**Run 1: ports around the boundary**

Scale: 3 px per um. Pins as bars across the die edge, other pins in gray.
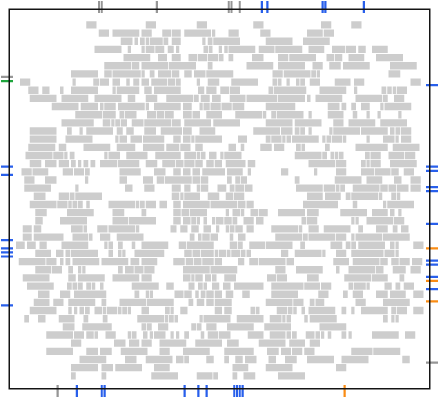
**Run 1: gate families picked out**

Scale: 3 px per um.
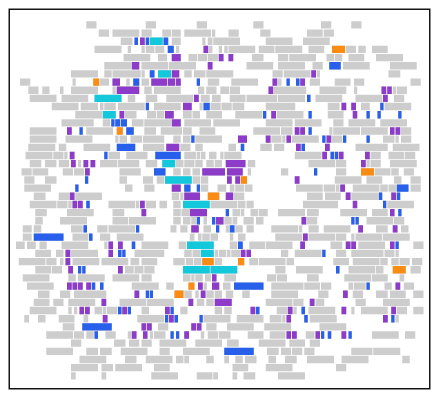
**Run 1: metal layers overlaid**

Scale: 2 px per um. Only two layers are drawn.
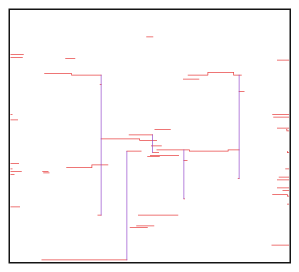
[config.mk]
export PLATFORM = sky130hd
export DESIGN_NAME = flush_nibble_unpack
export DESIGN_NICKNAME = d
export VERILOG_FILES = /design/src/rtl/fifo_flush_pkg.sv /design/src/rtl/flush_pad_len.sv /design/src/rtl/flush_nibble_unpack.sv
export SDC_FILE = /design/constraint.sdc
export NUM_CORES = 1
export LEC_CHECK = 0
export CORE_ASPECT_RATIO = 0.9
export CORE_MARGIN = 1.5
export CORE_UTILIZATION = 40
export DETAILED_ROUTE_END_ITERATION = 7
export MAX_ROUTING_LAYER = met4
export PLACE_DENSITY = 0.55
export SLEW_MARGIN = 0
export SYNTH_ARGS = -nofsm -noshare
export SYNTH_HDL_FRONTEND = slang
export SYNTH_SLANG_ARGS = --single-unit
export TNS_END_PERCENT = 20
[constraint.sdc]
create_clock -name clk -period 3.11 [get_ports clk]
set_input_delay 0.622 -clock clk [delete_from_list [all_inputs] [get_ports clk]]
set_output_delay 0.622 -clock clk [all_outputs]
set_load 0.02 [all_outputs]
[src/rtl/fifo_flush_pkg.sv]
// -----------------------------------------------------------------------------
// fifo_flush_pkg
// Shared definitions for the flushed-word nibble unpacker:
//   PAD_NIBBLE        default pad code filling unused upper nibbles
//   NIBBLES_PER_WORD  nibbles carried by one 32-bit flushed word
//   IDX_W             width of a nibble index within a word
//   state_t           output FSM states (IDLE, SHIFT)
//   entry_t           buffered word: {data, payload length}
// -----------------------------------------------------------------------------
package fifo_flush_pkg;

  localparam logic [3:0] PAD_NIBBLE       = 4'hC;
  localparam int         NIBBLES_PER_WORD = 8;
  localparam int         IDX_W            = $clog2(NIBBLES_PER_WORD);

  typedef enum logic {
    IDLE  = 1'b0,
    SHIFT = 1'b1
  } state_t;

  typedef struct packed {
    logic [31:0] data;
    logic [3:0]  len;
  } entry_t;

endpackage

[src/rtl/flush_pad_len.sv]
// -----------------------------------------------------------------------------
// flush_pad_len
// Combinational payload-length finder for a flushed word. Counts the run of
// pad nibbles starting at nibble 7 and walking down; the first non-pad nibble
// ends the run, so pad codes below real data stay part of the payload.
// Ports:
//   data  in  [31:0]  flushed word, nibble 0 in bits [3:0]
//   len   out [3:0]   payload length, 0..8
// -----------------------------------------------------------------------------
module flush_pad_len #(
  parameter logic [3:0] PAD_NIBBLE = 4'hC
) (
  input  logic [31:0] data,
  output logic [3:0]  len
);
  import fifo_flush_pkg::*;

  logic [3:0] run_s;
  logic       in_run_s;

  // Count leading (top-down) pad nibbles and derive the payload length.
  always_comb begin
    run_s    = 4'd0;
    in_run_s = 1'b1;
    for (int i = NIBBLES_PER_WORD - 1; i >= 0; i--) begin
      if (in_run_s && (data[4*i +: 4] == PAD_NIBBLE)) begin
        run_s = run_s + 4'd1;
      end else begin
        in_run_s = 1'b0;
      end
    end
    len = 4'(NIBBLES_PER_WORD) - run_s;
  end

endmodule

[src/rtl/flush_nibble_unpack.sv]
// -----------------------------------------------------------------------------
// flush_nibble_unpack
// Buffers flushed 32-bit words (trailing pad stripped) and streams their
// payload nibbles out one per handshake, nibble 0 first.
// Ports:
//   clk            in   clock, rising edge
//   reset          in   asynchronous active-low reset
//   flush_valid_i  in   qualifier for flush_data_i
//   flush_data_i   in   [31:0] flushed word
//   flush_ready_o  out  buffer can take a word this cycle
//   nib_valid_o    out  nib_data_o valid
//   nib_data_o     out  [3:0] payload nibble
//   nib_ready_i    in   consumer accepts the nibble
//   nib_last_o     out  last payload nibble of its word
//   word_empty_o   out  one-cycle pulse: accepted word had no payload
//   overflow_o     out  sticky: word arrived while not ready
//   busy_o         out  buffer non-empty or shifting
// -----------------------------------------------------------------------------
module flush_nibble_unpack #(
  parameter logic [3:0] PAD_NIBBLE = 4'hC,
  parameter int         BUF_DEPTH  = 2
) (
  input  logic        clk,
  input  logic        reset,
  input  logic        flush_valid_i,
  input  logic [31:0] flush_data_i,
  output logic        flush_ready_o,
  output logic        nib_valid_o,
  output logic [3:0]  nib_data_o,
  input  logic        nib_ready_i,
  output logic        nib_last_o,
  output logic        word_empty_o,
  output logic        overflow_o,
  output logic        busy_o
);
  import fifo_flush_pkg::*;

  localparam int PTR_W = (BUF_DEPTH > 1) ? $clog2(BUF_DEPTH) : 1;
  localparam int CNT_W = $clog2(BUF_DEPTH + 1);
  localparam logic [CNT_W-1:0] DEPTH_C  = CNT_W'(BUF_DEPTH);
  localparam logic [PTR_W-1:0] LAST_PTR = PTR_W'(BUF_DEPTH - 1);

  // Pointer increment wrapping modulo BUF_DEPTH (depth need not be 2^n).
  function automatic logic [PTR_W-1:0] ptr_inc(input logic [PTR_W-1:0] p);
    if (p == LAST_PTR) begin
      return '0;
    end else begin
      return p + PTR_W'(1);
    end
  endfunction

  entry_t           mem_r [BUF_DEPTH];
  logic [PTR_W-1:0] wr_ptr_r, rd_ptr_r;
  logic [CNT_W-1:0] count_r, count_nx_s;
  state_t           state_r, state_nx_s;
  logic [31:0]      shift_r, shift_nx_s;
  logic [IDX_W-1:0] idx_r, idx_nx_s;
  logic [3:0]       len_r, len_nx_s;
  logic             last_r, last_nx_s;
  logic             ready_r, empty_r, ovf_r, busy_r;
  logic [3:0]       pad_len_s;
  logic             accept_s, push_s, hs_s, pop_s;
  entry_t           head_s, next_s;

  flush_pad_len #(.PAD_NIBBLE(PAD_NIBBLE)) u_pad_len (
    .data (flush_data_i),
    .len  (pad_len_s)
  );

  assign head_s = mem_r[rd_ptr_r];
  assign next_s = mem_r[ptr_inc(rd_ptr_r)];

  // Handshake decode and next-state computation for buffer count and FSM.
  always_comb begin
    accept_s   = flush_valid_i && ready_r;
    push_s     = accept_s && (pad_len_s != 4'd0);
    hs_s       = (state_r == SHIFT) && nib_ready_i;
    pop_s      = hs_s && last_r;
    count_nx_s = count_r + CNT_W'(push_s) - CNT_W'(pop_s);
    state_nx_s = state_r;
    shift_nx_s = shift_r;
    idx_nx_s   = idx_r;
    len_nx_s   = len_r;
    last_nx_s  = last_r;
    case (state_r)
      IDLE: begin
        if (count_r != '0) begin
          state_nx_s = SHIFT;
          shift_nx_s = head_s.data;
          len_nx_s   = head_s.len;
          idx_nx_s   = '0;
          last_nx_s  = (head_s.len == 4'd1);
        end else begin
          last_nx_s  = 1'b0;
        end
      end
      SHIFT: begin
        if (hs_s && last_r) begin
          // Word done: chain straight into the next buffered word if present.
          if (count_r > CNT_W'(1)) begin
            shift_nx_s = next_s.data;
            len_nx_s   = next_s.len;
            idx_nx_s   = '0;
            last_nx_s  = (next_s.len == 4'd1);
          end else begin
            state_nx_s = IDLE;
            shift_nx_s = shift_r >> 4;
            last_nx_s  = 1'b0;
          end
        end else if (hs_s) begin
          shift_nx_s = shift_r >> 4;
          idx_nx_s   = idx_r + IDX_W'(1);
          last_nx_s  = ({1'b0, idx_r} + 4'd1) == (len_r - 4'd1);
        end else begin
          state_nx_s = SHIFT;
        end
      end
      default: begin
        state_nx_s = IDLE;
        last_nx_s  = 1'b0;
      end
    endcase
  end

  // Control state, shift register and registered status flags.
  always_ff @(posedge clk or negedge reset) begin
    if (!reset) begin
      wr_ptr_r <= '0;
      rd_ptr_r <= '0;
      count_r  <= '0;
      state_r  <= IDLE;
      shift_r  <= 32'd0;
      idx_r    <= '0;
      len_r    <= 4'd0;
      last_r   <= 1'b0;
      ready_r  <= 1'b0;
      empty_r  <= 1'b0;
      ovf_r    <= 1'b0;
      busy_r   <= 1'b0;
    end else begin
      if (push_s) begin
        wr_ptr_r <= ptr_inc(wr_ptr_r);
      end
      if (pop_s) begin
        rd_ptr_r <= ptr_inc(rd_ptr_r);
      end
      count_r <= count_nx_s;
      state_r <= state_nx_s;
      shift_r <= shift_nx_s;
      idx_r   <= idx_nx_s;
      len_r   <= len_nx_s;
      last_r  <= last_nx_s;
      // Ready looks only at the settled count: no pass-through from a pop.
      ready_r <= (count_nx_s < DEPTH_C);
      empty_r <= accept_s && (pad_len_s == 4'd0);
      ovf_r   <= ovf_r | (flush_valid_i & ~ready_r);
      busy_r  <= (count_nx_s != '0) || (state_nx_s == SHIFT);
    end
  end

  // Word storage written on enqueue.
  always_ff @(posedge clk or negedge reset) begin
    if (!reset) begin
      for (int i = 0; i < BUF_DEPTH; i++) begin
        mem_r[i] <= '0;
      end
    end else if (push_s) begin
      mem_r[wr_ptr_r] <= {flush_data_i, pad_len_s};
    end
  end

  assign flush_ready_o = ready_r;
  assign nib_valid_o   = (state_r == SHIFT);
  assign nib_data_o    = shift_r[3:0];
  assign nib_last_o    = last_r;
  assign word_empty_o  = empty_r;
  assign overflow_o    = ovf_r;
  assign busy_o        = busy_r;

endmodule

==> notes.md, run 1 <==
Notes from the flow run.

Status:
- The run finished, with violations left.
- The final reports fail on DRC, setup timing.

STA:
- The run puts the worst-case headroom to the max-slew limit at 58.3%.
- Once routing completed, OpenROAD measured the worst setup slack at -2230 ps.
- The run puts the final hold slack at 27.9 ps.
- The run puts the slew at the pin closest to its max-slew limit at 625 ps.
- The run puts the number of setup violations in the final report at 78.
- Setup total negative slack on the finished layout was measured at -145820 ps.

Critical path:
- Looking at the reg2reg group, the worst path ends at shift_r[8].
- The run gives the maximum cell stage delay along the critical path as 360 ps.
- Among the stages of the critical path, the cell type that occurs most often is sky130_fd_sc_hd__ha_4.
- The run gives the peak fanout along the critical path as 4.
- Broken down by cell family, the worst path's largest delay share belongs to adder cells.
- Logic depth along the worst register-to-register path is recorded as 5.
- The critical path ends at busy_o.
- The run gives the total number of cells along the worst setup path as 30.
- The run gives the endpoint arrival time on the critical path as 5640 ps.
- The timing report notes that buffer and inverter cells on the critical path total 4.

Logic synthesis:
- The run gives the most frequently used flop master after synthesis as sky130_fd_sc_hd__dfrtp_1.
- Of all flip-flops after synthesis, the portion carrying an async set or reset was 100%.
- The run puts the number of different library cells in the post-synthesis netlist at 56.
- The run gives the proportion of netlist area held by the largest area contributor as 45.0%.
- The run puts the count of yosys warnings during synthesis at 0.
- The run puts the area fraction in mux cells at 22.5%.
- The run puts the gate count after technology mapping at 647.
- Yosys reports that the most numerous cell types are sky130_fd_sc_hd__dfrtp_1, sky130_fd_sc_hd__nand2_1, sky130_fd_sc_hd__mux2i_1.
- The run puts the area fraction in full adders, half adders and majority gates at 2.05%.
- The most frequently used library cell after synthesis is sky130_fd_sc_hd__dfrtp_1.

Drt:
- The routed design uses 8410 um of met2 wire.
- The run puts the post-route met1 wirelength at 8370 um.
- The run puts the detailed-route via count at 5297.
- For this block, the initial DRC count from the detailed router was 226.
- The run gives the number of design rule violations left after detail routing as 3.

Clocking:
- The post-CTS hold buffer count recorded in the log is 0.
- Per the skew report, the later register of the worst-skew pair sees a clock latency of 420 ps.
- The number of clock buffers added by TritonCTS is 17.
- Post-CTS repair ended up resizing 76 cells.

Layout:
- Counting the inverters off the clock network in the layout gives 12.
- The largest registers in the layout are mem_r: 72 flops, shift_r: 32 flops, len_r: 4 flops.
- 474 cells are multi-input combinational gates.
- The run puts the proportion of cell area occupied by registers at 32.6%.

Global routing:
- The first global-routing pass estimated 28600 um of wire.
- The run puts the pin count of the biggest net entering global routing at 65.

Pwr:
- Registers are responsible for 35.1% of the overall power.
- The run gives the maximum ir drop on the vdd rail as 0.444 mV.

Hold path:
- The run gives the kind of path behind the tightest hold check as input port to asynchronous set/reset pin.

Placed design:
- The run puts the placed standard-cell area at 8120 um^2.
About 'ports around the boundary':
| color | port | pins | direction | edge |
|---|---|---|---|---|
| green | flush_valid_i | 1 | input | left |
| orange | nib_data_o | 4 | output | 3 right, 1 bottom |
| blue | flush_data_i | 32 | input | 10 right, 10 bottom, 7 left, 5 top |
port bufs: 45
Die H: 126 um
width of the die: 140 um

About 'gate families picked out':
| color | family | cells |
|---|---|---|
| blue | nand cells | 92 |
| cyan | fa/ha/maj cells | 11 |
| orange | and/or cells | 11 |
| purple | aoi and oai cells | 127 |
highest-count logic cell in the final layout: sky130_fd_sc_hd__dfrtp_1
proportion of cell area occupied by multi-input gates: 41.0%

About 'metal layers overlaid':
| color | layer | wire length |
|---|---|---|
| purple | M4 | 209 um |
| red | M3 | 415 um |
total track usage: 21.3%
overall routed net length: 17400 um
Routed wire per std cell: 17.3 um

==> run 2, diff against run 1 <==
CTS_BUF_LIST = sky130_fd_sc_hd__clkbuf_16   (was not set)
CTS_CLUSTER_DIAMETER = 50   (was not set)
TNS_END_PERCENT = 5   (was 20)
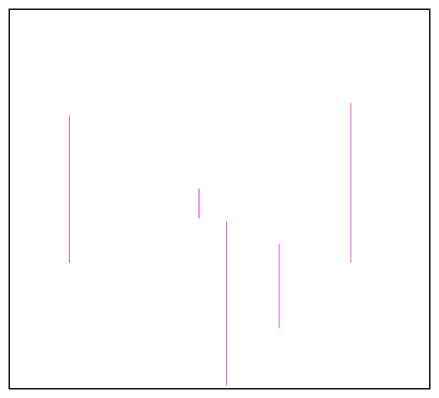
**Above:** run 2 (metal 4).
Scale: 3 px per um.
share of all routed wire: 1.2%
nets with wire on the layer: 3
Via Count: 5225
overall routed net length: 16700 um

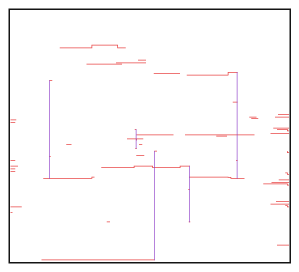
**Above:** run 2 (metal layers overlaid).
Scale: 2 px per um. Only two layers are drawn.
| color | layer | wire length |
|---|---|---|
| red | M3 | 463 um |
| purple | M4 | 194 um |
Routed wire per std cell: 17.0 um
total track usage: 20.7%

==> run 2 against run 1 <==
Sequential share of layout area grew 1.7 points. The flow still finishes with violations (DRC, setup timing). Worst hold slack gained 180 ps. Highest routed layer unchanged. Largest power group unchanged. Maximum frequency shrank 0.99%. Critical endpoint unchanged. Via count shrank 1.4%.
==> notes.md, run 2 <==
Notes from the flow run.

STA:
- The run puts the total negative slack for setup checks at -142400 ps.
- The run puts the minimum setup slack in the final design at -2280 ps.
- The pin closest to its max-slew limit shows a slew of 956 ps.
- The run gives the final hold slack as 209 ps.
- The final timing report counts setup violations totalling 78.
- The worst-case max-slew headroom was logged as 36.2%.

Logic synthesis:
- Ranked by instance count, the synthesized netlist is headed by sky130_fd_sc_hd__dfrtp_1, sky130_fd_sc_hd__nand2_1, sky130_fd_sc_hd__mux2i_1.
- The synthesized design devotes to its leading area cell type 45.0% of total area.
- The commonest register cell is sky130_fd_sc_hd__dfrtp_1.
- The run puts the gate count after technology mapping at 647.
- The run gives the area fraction in mux cells as 22.5%.
- The run puts the async set or reset register ratio after synthesis at 100%.
- Counting the warning lines in the Yosys log gives 0.
- The run gives the most frequent cell after synthesis as sky130_fd_sc_hd__dfrtp_1.
- The run puts the area fraction in full adders, half adders and majority gates at 2.05%.

Critical path:
- The run gives the peak fanout along the critical path as 3.
- Per the OpenROAD timing report, the critical path contains 26 cells.
- The run gives the maximum cell stage delay along the critical path as 550 ps.
- The run gives the endpoint arrival time on the critical path as 5690 ps.
- The run gives the reg-to-reg critical path endpoint as shift_r[17].
- The run puts the count of buffering cells on the critical path with inverters included at 5.

Layout:
- The run puts the proportion of cell area occupied by registers at 34.3%.
- The run gives the multi-input combinational gate total as 474.
- In the final layout, the registers with the most flip-flops are mem_r: 72 flops, shift_r: 32 flops, len_r: 4 flops.
- Counting only logic cells after layout, the most numerous master is sky130_fd_sc_hd__dfrtp_1.
- The run puts the number of ordinary inverters in the final layout at 12.

Hold path:
- The run gives the kind of path behind the tightest hold check as input port to asynchronous set/reset pin.

Pwr:
- The run gives the maximum ir drop on the vdd rail as 0.430 mV.

Clocking:
- The run puts the number of instances resized during post-cts repair at 79.
- The run gives the number of CTS-inserted buffers as 17.
- The run gives the clock insertion delay at the later pin of the skew report as 420 ps.

Drt:
- Wire segments on met2 add up to 7960 um in the final route.
- The run gives the number of design rule violations left after detail routing as 5.
- The run gives the starting DRC count in detailed routing as 242.
- The post-route report lists met1 wire length as 8070 um.

Status:
- The flow ran to the end, but the final reports show violations.
- The final reports fail on DRC, setup timing.

Die:
- The run gives the chip width as 140 um.

Global routing:
- The run puts the first-pass GRT wire length at 27800 um.
- The run puts the pin count of the biggest net entering global routing at 53.

Placed design:
- The run puts the number of buffers inserted by port buffering at 45.
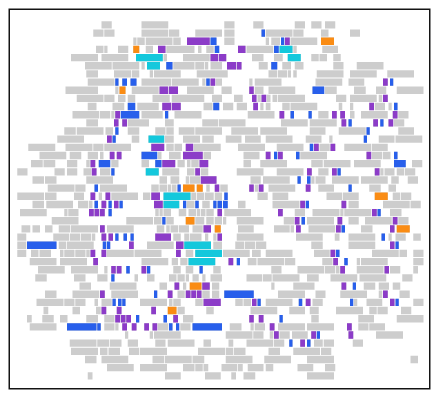
**Above:** run 2 (gate families picked out).
Scale: 3 px per um.
| color | family | cells |
|---|---|---|
| cyan | fa/ha/maj cells | 11 |
| blue | nand cells | 92 |
| purple | aoi and oai cells | 127 |
| orange | and/or cells | 11 |
proportion of cell area occupied by multi-input gates: 42.9%
count of placed standard cells in the final layout, fillers left out: 981

Power figures rest on the tool's default switching activity, not on a simulated workload.
